I/O nets highlighted:
Scale bar: 20 um.
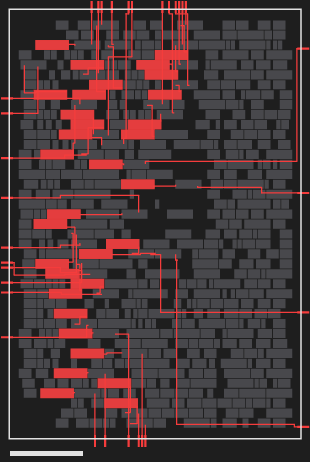
Sequential cells coloured by netlist name:
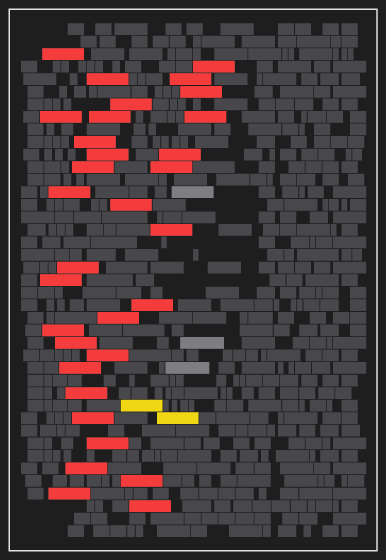
Met1 routing:
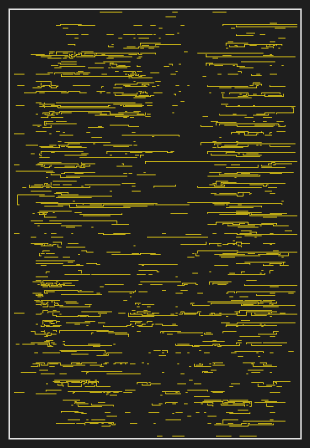
Clock wires, drivers and flops:
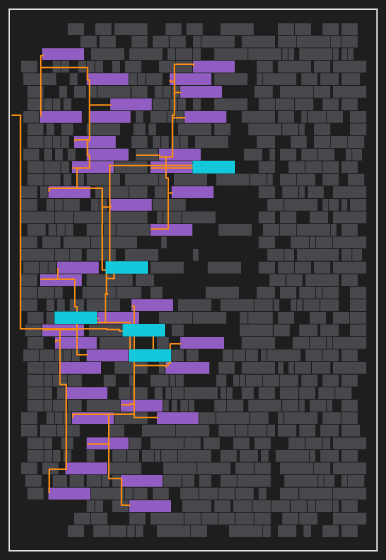
$ cat src/rtl/bus_nxm.sv
// Shared N-master / M-slave bus with a registered round-robin arbiter,
// optional hold-limit preemption, address decode and a registered read return.
module bus_nxm #(
   parameter int unsigned NUM_M       = 2,
   parameter int unsigned NUM_S       = 2,
   parameter int unsigned AW          = 8,
   parameter int unsigned DW          = 32,
   parameter int unsigned REGION_BITS = 5,
   parameter int unsigned MAX_HOLD    = 0
) (
   input  logic                clk,
   input  logic                reset,
   input  logic [NUM_M-1:0]    m_req,
   input  logic [NUM_M-1:0]    m_wr,
   input  logic [NUM_M*AW-1:0] m_address,
   input  logic [NUM_M*DW-1:0] m_dout,
   input  logic [NUM_S*DW-1:0] s_dout,
   output logic [NUM_M-1:0]    m_grant,
   output logic [DW-1:0]       m_din,
   output logic                dec_err,
   output logic [NUM_S-1:0]    s_sel,
   output logic                s_wr,
   output logic [AW-1:0]       s_address,
   output logic [DW-1:0]       s_din
);

   localparam int unsigned MIW = (NUM_M > 1) ? $clog2(NUM_M) : 1;
   localparam int unsigned IW  = AW - REGION_BITS;
   localparam int unsigned HW  = (MAX_HOLD > 1) ? $clog2(MAX_HOLD) : 1;
   localparam logic [HW-1:0] HOLD_TOP = (MAX_HOLD > 0) ? HW'(MAX_HOLD - 1) : '0;

   typedef enum logic {IDLE, OWNED} state_t;

   state_t           state_q, state_d;
   logic [MIW-1:0]   last_q, last_d;
   logic [HW-1:0]    hold_q, hold_d;
   logic [NUM_M-1:0] grant_d;

   logic             owned;
   logic             own_wr;
   logic             own_req;
   logic [AW-1:0]    own_addr;
   logic [DW-1:0]    own_data;
   logic [IW-1:0]    idx;
   logic             hit;
   logic             rd_hit;
   logic [DW-1:0]    rd_data;
   logic [NUM_M-1:0] cand;
   logic             found;
   logic [MIW-1:0]   pick;

   assign owned = (state_q == OWNED);

   // Select the current owner's request, command, address and data.
   always_comb begin
      own_wr   = 1'b0;
      own_req  = 1'b0;
      own_addr = '0;
      own_data = '0;
      for (int i = 0; i < NUM_M; i++) begin
         if (owned && last_q == MIW'(i)) begin
            own_wr   = m_wr[i];
            own_req  = m_req[i];
            own_addr = m_address[i*AW +: AW];
            own_data = m_dout[i*DW +: DW];
         end
      end
   end

   // Address decode and slave-side drive; a miss selects nothing and blocks writes.
   always_comb begin
      idx     = own_addr[AW-1:REGION_BITS];
      hit     = owned && (32'(idx) < NUM_S);
      s_sel   = '0;
      rd_data = '0;
      for (int j = 0; j < NUM_S; j++) begin
         if (32'(idx) == 32'(j)) begin
            s_sel[j] = hit;
            rd_data  = s_dout[j*DW +: DW];
         end
      end
      s_wr      = hit && own_wr;
      s_address = own_addr;
      s_din     = own_data;
      rd_hit    = hit && !own_wr;
   end

   // Round-robin search for the first other requester after the last owner.
   always_comb begin
      found = 1'b0;
      pick  = '0;
      for (int i = 0; i < NUM_M; i++) begin
         cand[i] = m_req[i] && !(owned && last_q == MIW'(i));
      end
      for (int k = 1; k <= NUM_M; k++) begin
         for (int i = 0; i < NUM_M; i++) begin
            if (!found && cand[i] && ((32'(last_q) + 32'(k)) % NUM_M) == 32'(i)) begin
               found = 1'b1;
               pick  = MIW'(i);
            end
         end
      end
   end

   // Arbiter next state: grant, keep, hold-limit rotate, hand over or go idle.
   always_comb begin
      state_d = state_q;
      last_d  = last_q;
      hold_d  = hold_q;
      case (state_q)
         IDLE: begin
            hold_d = '0;
            if (found) begin
               state_d = OWNED;
               last_d  = pick;
            end
         end
         OWNED: begin
            if (own_req) begin
               if (MAX_HOLD != 0 && hold_q == HOLD_TOP && found) begin
                  last_d = pick;
                  hold_d = '0;
               end else if (hold_q != HOLD_TOP) begin
                  hold_d = hold_q + 1'b1;
               end
            end else if (found) begin
               last_d = pick;
               hold_d = '0;
            end else begin
               state_d = IDLE;
               hold_d  = '0;
            end
         end
         default: state_d = IDLE;
      endcase
      for (int i = 0; i < NUM_M; i++) begin
         grant_d[i] = (state_d == OWNED) && (last_d == MIW'(i));
      end
   end

   // Arbiter state, grant and read-return registers.
   always_ff @(posedge clk or posedge reset) begin
      if (reset) begin
         state_q <= IDLE;
         last_q  <= MIW'(NUM_M - 1);
         hold_q  <= '0;
         m_grant <= '0;
         m_din   <= '0;
         dec_err <= 1'b0;
      end else begin
         state_q <= state_d;
         last_q  <= last_d;
         hold_q  <= hold_d;
         m_grant <= grant_d;
         m_din   <= rd_hit ? rd_data : '0;
         dec_err <= owned && !hit;
      end
   end

endmodule

$ cat config.mk
export PLATFORM = sky130hd
export DESIGN_NAME = bus_nxm
export DESIGN_NICKNAME = d
export VERILOG_FILES = /design/src/rtl/bus_nxm.sv
export SDC_FILE = /design/constraint.sdc
export NUM_CORES = 1
export LEC_CHECK = 0
export ABC_AREA = 1
export CORE_ASPECT_RATIO = 1.5
export CORE_MARGIN = 2
export CORE_UTILIZATION = 26
export DETAILED_ROUTE_END_ITERATION = 12
export PLACE_DENSITY = 0.75
export SLEW_MARGIN = 20
export SYNTH_ARGS = -nofsm -noshare
export SYNTH_HDL_FRONTEND = slang
export SYNTH_SLANG_ARGS = --single-unit
$ cat constraint.sdc
create_clock -name clk -period 1.58 [get_ports clk]
set_clock_uncertainty 0.1 [all_clocks]
set_input_delay 0.316 -clock clk [delete_from_list [all_inputs] [get_ports clk]]
set_output_delay 0.316 -clock clk [all_outputs]
set_load 0.05 [all_outputs]
==> impl_metrics.tcl <==
# flow metrics
set metrics [dict create \
    status "complete, but fails checks" \
    violations "setup timing" \
    drt_pass1_iterations 5 \
    chipWidth_um 79.3 \
    wl_per_cell_um 17.8 \
    synth_area_per_cell_sq_um 7.21 \
    worstPathCellList "inv_4 > nand3_4 > nand2_4 > nor2_4 > buf_12 > nand2_4 > nor2_4 > buf_12" \
    area_growth_pct 195 \
    setup_viol 75 \
    setup_tns_ns -24.96 \
    final_antenna_net_count 0 \
    yosys_area_sq_um 2210 \
    ys_ff 37 \
    cts_root_buffer "clkbuf_16" \
    diodes 0 \
    drive_gt1_share_pct 42.9 \
    setup_ws_ns -0.417 \
    initCoreUtil_pct 26.5 \
    dieArea_sq_um 9280 \
    ff2ff_setup_slack_ns -0.36 \
    reg2regPathDepth 11 \
    rows 41 \
    ys.warnings.count 0 \
    nNetsFinal 705 \
    grt_usage_pct 24.1 \
    ir_worst_vdd_v 0.000979 \
    dpl.cell_count 639 \
    cts_hold_buf 0 \
    crit-reg2reg-capture "m_din[26]$_DFF_PP0_" \
    required_ns 1.16 \
    slew_headroom_pct 81.2 \
    grt_max_degree 33 \
    period_used_pct 126 \
    num_vias 3244 \
    clk_pin_slew_ns 0.05 \
    hpwlAfterDp_um 8680 \
    xor_area_share_pct 0 \
    cts_tree "built" \
    routed_wl_um 11800 \
    finalPower_mw 5.21 \
    synth_area_sq_um 2210 \
    cts_sinks 37 \
    cp-start-kind "register" \
    layout.cells.non_filler 662 \
    drc 0 \
    end_kind "primary output" \
    worst_pin_slew_ns 0.282 \
    maxCapViolCount 0 \
    compound_area_share_pct 8.37 \
    power.density_nw_per_um2 799 \
    fin_util_pct 78.0 \
    numCtsBuffers 5 \
    die_h_um 117 \
    tool_warnings 29 \
    first_global_vias 3315 \
    grt_pass1_wl_um 17000 \
    via_per_inst 4.90 \
    synth_cells 307 \
    postSynthSeqShare_pct 41.9 \
    dpl_cell_area_sq_um 5880 \
    antenna_found_initial 0 \
    hold_viol 0 \
    yosys-stat-cells 307 \
    cp.arrival_ns 1.58 \
    period_needed_ns 2.00 \
    pre_cts_ws_ns -0.399 \
    ys_types 20 \
    htreeDepth 2 \
    fmax_mhz 501 \
    r2r-start "last_q$_DFF_PP1_" \
    gp_congestion 0.745 \
    grt_overflow 0 \
    synth.logic.top_family "simple AND/OR/NAND/NOR gates" \
    rsz0062_at_grt "true" \
    fin_area_sq_um 6520 \
    synth.area.mux_share_pct 0 \
    slowest_stage "dfstp_2" \
    adder_share_pct 0 \
    drv_slew 0 \
    fin_hold_ws_ns 0.304 \
    simple_gate_share_pct 40.8 \
    critPathKind "reg -> out" \
    critical-path-max-stage-delay_ns 0.56 \
    min_path_type "in -> async" \
    core_sq_um 8360 \
    fp_nets 457 \
    p_leak_nw 2.76 \
    clockBufferDepth 2 \
]
About 'I/O nets highlighted':
Key: `m_din` = red [bits 32, direction output, end cells 32, buffers 32, wire 1030 um]
io pins: 228
IO Port Bufs: 227

About 'sequential cells coloured by netlist name':
Key: `m_grant` = yellow [flops 2]; `m_din` = red [flops 32]

About 'met1 routing':
The layer holds 32% of the routed length. The wires run mostly horizontal. 553 nets have wire on it.

About 'clock wires, drivers and flops':
Key: clock wires = orange [length 512 um]; flip-flops = purple [count 37]; cells driving clock nets = cyan [count 5]
There are 6 routed clock nets.
Late-Pin Clk Latency: 0.28 ns
clock share of power: 18.7%
P_clk: 973 uW

## state kept, by name (all words and copies together), names as in the netlist
signal	cells
m_grant	2
dec_err	1
m_din	32
owned	1
last_q	1
## Yosys cell counts (all sizes together)
cell | instances | area [sq um]
dfstp | 1 | 26.3
o21ai | 2 | 10.0
inv | 8 | 30.0
nand3 | 108 | 546
a21oi | 32 | 168
a21boi | 1 | 7.51
dfrtp | 36 | 901
clkbuf | 5 | 18.8
nand2 | 83 | 324
nor2 | 7 | 33.8
buf | 24 | 149
## how the worst max path moves through the flow
stage,start,end,slack [ns],cells past startpoint
floorplan,last_q$_DFF_PP1_,s_sel[0],-0.42,8
global placement,m_address[14],s_sel[0],-0.34,8
detailed placement,m_address[15],m_din[27]$_DFF_PP0_,-0.40,8
CTS,last_q$_DFF_PP1_,s_wr,-0.44,8
global route,last_q$_DFF_PP1_,s_sel[0],-0.48,8
finish,last_q$_DFF_PP1_,s_wr,-0.42,8
## power by group
group	leakage, nW	total, mW	internal (mW)	switching (mW)
Sequential	0.497	1.06	1.01	0.0521
Combinational	2.19	3.17	1.57	1.60
Clock	0.0700	0.973	0.619	0.354
## kinds of logic (layout without fill, tap and decap cells)
family,count (synthesis),in the layout
and+or+nand+nor,198,198
AOI/OAI and AO/OA,35,35
buffers and inverters,37,285
DFF,37,37
## placed cells by master (no fill, tap or decap), types with 2 or more instances in the layout
master / netlist / routed
a21oi_1: 30 / 16
a21oi_2: 2 / 14
a21oi_4: 0 / 2
buf_12: 0 / 88
buf_16: 0 / 3
buf_4: 7 / 24
buf_6: 2 / 3
buf_8: 0 / 2
clkbuf_16: 0 / 6
clkdlybuf4s50_1: 0 / 149
dfrtp_1: 36 / 35
inv_1: 4 / 3
inv_2: 4 / 4
nand2_1: 80 / 35
nand2_2: 2 / 8
nand2_4: 1 / 40
nand3_1: 107 / 72
nand3_2: 1 / 34
nand3_4: 0 / 2
nor2_1: 6 / 3
nor2_4: 1 / 4
o21ai_0: 2 / 2
## cell type report
| class | count | area [sq um] |
|---|---|---|
| sequential | 37 | 928 |
| tap | 107 | 134 |
| clock buffer | 7 | 143 |
| inverter | 8 | 32.5 |
| multi-input combinational | 233 | 1680 |
| fill | 534 | 1840 |
| timing repair buffer | 270 | 3600 |
## worst max-delay path: cells and delay by family, from the launching register on
kind	cells	cell delay, ns
flops	1	0.56
buf+inv	3	0.34
simple gates	5	0.40
## routing by layer
metal	part of all wire (%)	vias to the layer above	track usage, %
li1	-	1527	-
met1	32	1528	22.0
met2	55	169	47.1
met3	11	20	10.1
met4	2.4	0	8.05
met5	0	-	0
## what timing repair did
item,CTS,global route
setup endpoints to repair,75,76
gates resized,62,4
gates cloned,3,2
pin swaps,9,1
setup buffers,9,2
Power figures rest on the tool's default switching activity, not on a simulated workload.
